==> images/ff_map.png <==
The bar under the picture is 20 um long.
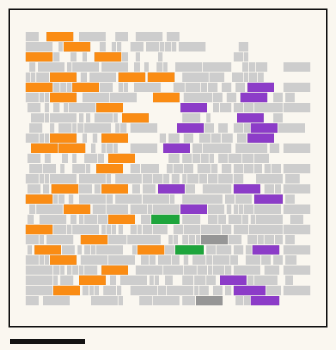
==> images/util_map.png <==
8 x 8 tiles, from white (low) to dark blue (high), 0 to 100% covered.
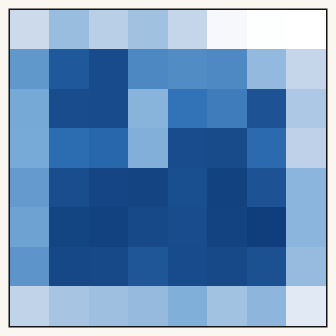
==> images/m3.png <==
The bar under the picture is 20 um long.
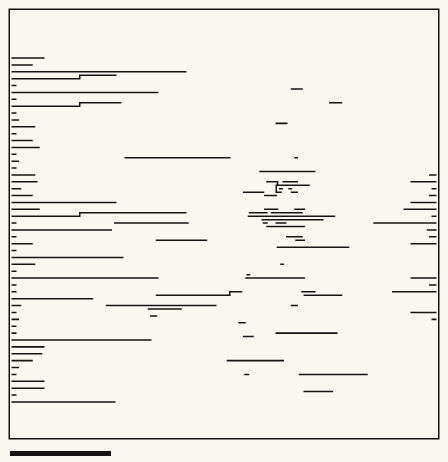
Design cond_issue_unit, sky130hd; sources not shown.
==> results.sh <==
# source this file to load flow results
export IMPL_status="complete, but fails checks"
export IMPL_violations="setup timing"
export IMPL_wl_per_cell_um=17.1
export IMPL_seq_power_share_pct=33.4
export IMPL_warnings=31
export IMPL_holdWs_ps=495
export IMPL_post_place_cells=459
export IMPL_layout_top_cells="nand2_1 (70), buf_12 (57), dfxtp_1 (47)"
export IMPL_finalHoldViolCount=0
export IMPL_place_ws_ps=-541
export IMPL_syn_avg_cell_area_sq_um=8.18
export IMPL_fin_nets=452
export IMPL_drt_first_pass_iters=5
export IMPL_setup_ws_ps=-70.3
export IMPL_fmax_ghz=0.565
export IMPL_critical_path_class="reg -> reg"
export IMPL_totalNegativeSetupSlack_ps=-390
export IMPL_ys_types=41
export IMPL_cts_buffer_depth=2
export IMPL_slew_headroom_pct=68.7
export IMPL_end_kind="flop"
export IMPL_cts_sinks=52
export IMPL_p_leak_nw=1.80
export IMPL_placed_area_sq_mm=0.00404
export IMPL_hold_class="reg -> reg"
export IMPL_dp_hpwl_um=5300
export IMPL_chip_area_sq_mm=0.00716
export IMPL_drt_iter0_drc=200
export IMPL_ys_flops=52
export IMPL_worstPathRequired_ps=1940
export IMPL_grt_total_usage_pct=22.6
export IMPL_rrSetupSlack_ps=-70
export IMPL_clock_power_share_pct=19.2
export IMPL_synth_warnings=0
export IMPL_worst_skew_pair_late_latency_ps=310
export IMPL_cp_max_fo=8
export IMPL_portBuffers=92
export IMPL_path_clk_slew_ps=100
export IMPL_cellPowerDensity_mw_per_mm2=1020
export IMPL_rsz0062_at_grt="yes"
export IMPL_cts_made_buffers=5
export IMPL_p_switching_mw=1.72
export IMPL_vdd_ir_drop_max_mv=0.737
export IMPL_edf_count=0
export IMPL_finalCriticalPeriod_ps=1770
export IMPL_area_delta_synth_final_pct=101
export IMPL_synthArstFlopShare_pct=0
export IMPL_cts_tree="built"
export IMPL_grt_max_degree=33
export IMPL_ant_nets=0
export IMPL_setup_viol=9
export IMPL_dieWidth_um=84.6
export IMPL_grt_ovfl_total=0
export IMPL_cp_arrival_ps=2010
export IMPL_finalPower_mw=4.55
## Picture notes: ff_map.png
u_squash_cnt.cnt -> purple  # flops 16
exec_ir -> orange  # flops 32
state -> green  # flops 2
not coloured = 2
register area: 0.00105 sq mm
Seq/total area: 23.5%

## Picture notes: util_map.png
fullest tile = 94%
emptiest ninth of the die = upper right
mean over tiles = 61%
final core utilization: 79.8%
Core Util at FP: 39.8%

## Picture notes: m3.png
longest straight run = 34.3 um
main direction = horizontal
Via Count: 2609
Post-Route WL: 8210 um

-- kinds of logic after synthesis --
group / after synthesis / share of synthesized area, %
AOI/OAI and AO/OA: 64 / 16.5
adders and majority gates: 6 / 3.36
buffers and inverters: 27 / 5.44
DFF: 52 / 46.6
muxes: 3 / 1.35
and+or+nand+nor: 121 / 26.7
-- worst max-delay path: stages (launching register included) --
cell	delay, ps
dfxtp_2	340
inv_2	70
ha_2	220
nand3b_4	130
or2_4	310
or4_1	470
a21oi_1	150
-- power groups by stage --
| stage | logic (mW) | clock network (mW) | registers (mW) |
|---|---|---|---|
| after detailed placement | 2.03 | 0 | 1.54 |
| final | 2.16 | 0.872 | 1.52 |
| after global placement | 1.98 | 0 | 1.53 |
| after global routing | 2.28 | 0.949 | 1.54 |
| after CTS | 2.11 | 0.895 | 1.52 |
| after floorplan | 0.493 | 0 | 1.94 |
-- routing by layer --
layer  vias to the layer above  share of wire, %  GRT usage (%)  wire length [um]
met5                         -                 0              -                 0
met3                        25               8.8           8.73               723
met2                       138                49           36.7              4060
met1                      1234                39           25.2              3230
met4                         0               2.5           7.91               206
li1                       1212                 -              -                 -
-- synth_stat cells, types with 5 or more instances --
cell type	count	area [sq um]
nor2_1	7	26.3
ha_1	6	75.1
buf_4	5	37.5
nand3_1	6	30.0
dfxtp_1	52	1040
a21oi_1	42	210
o21ai_0	7	35.0
nand4_1	5	31.3
clkbuf_1	11	41.3
nand2_1	70	263
inv_1	8	30.0
-- cell type report --
cell class,instances,area share [%]
clock buffer,5,1.54
clock inverter,3,1.03
inverter,8,0.727
multi-input combinational,194,27.9
sequential,52,23.5
tap,72,2.01
timing repair buffer,147,43.3
-- timing repair --
item	CTS	global route
gates resized	34	21
hold endpoints to repair	0	0
setup endpoints to repair	18	20
pin swaps	2	10
buffers inserted	7	6
cloned	1	0
Power is estimated from default activity; no workload was simulated.
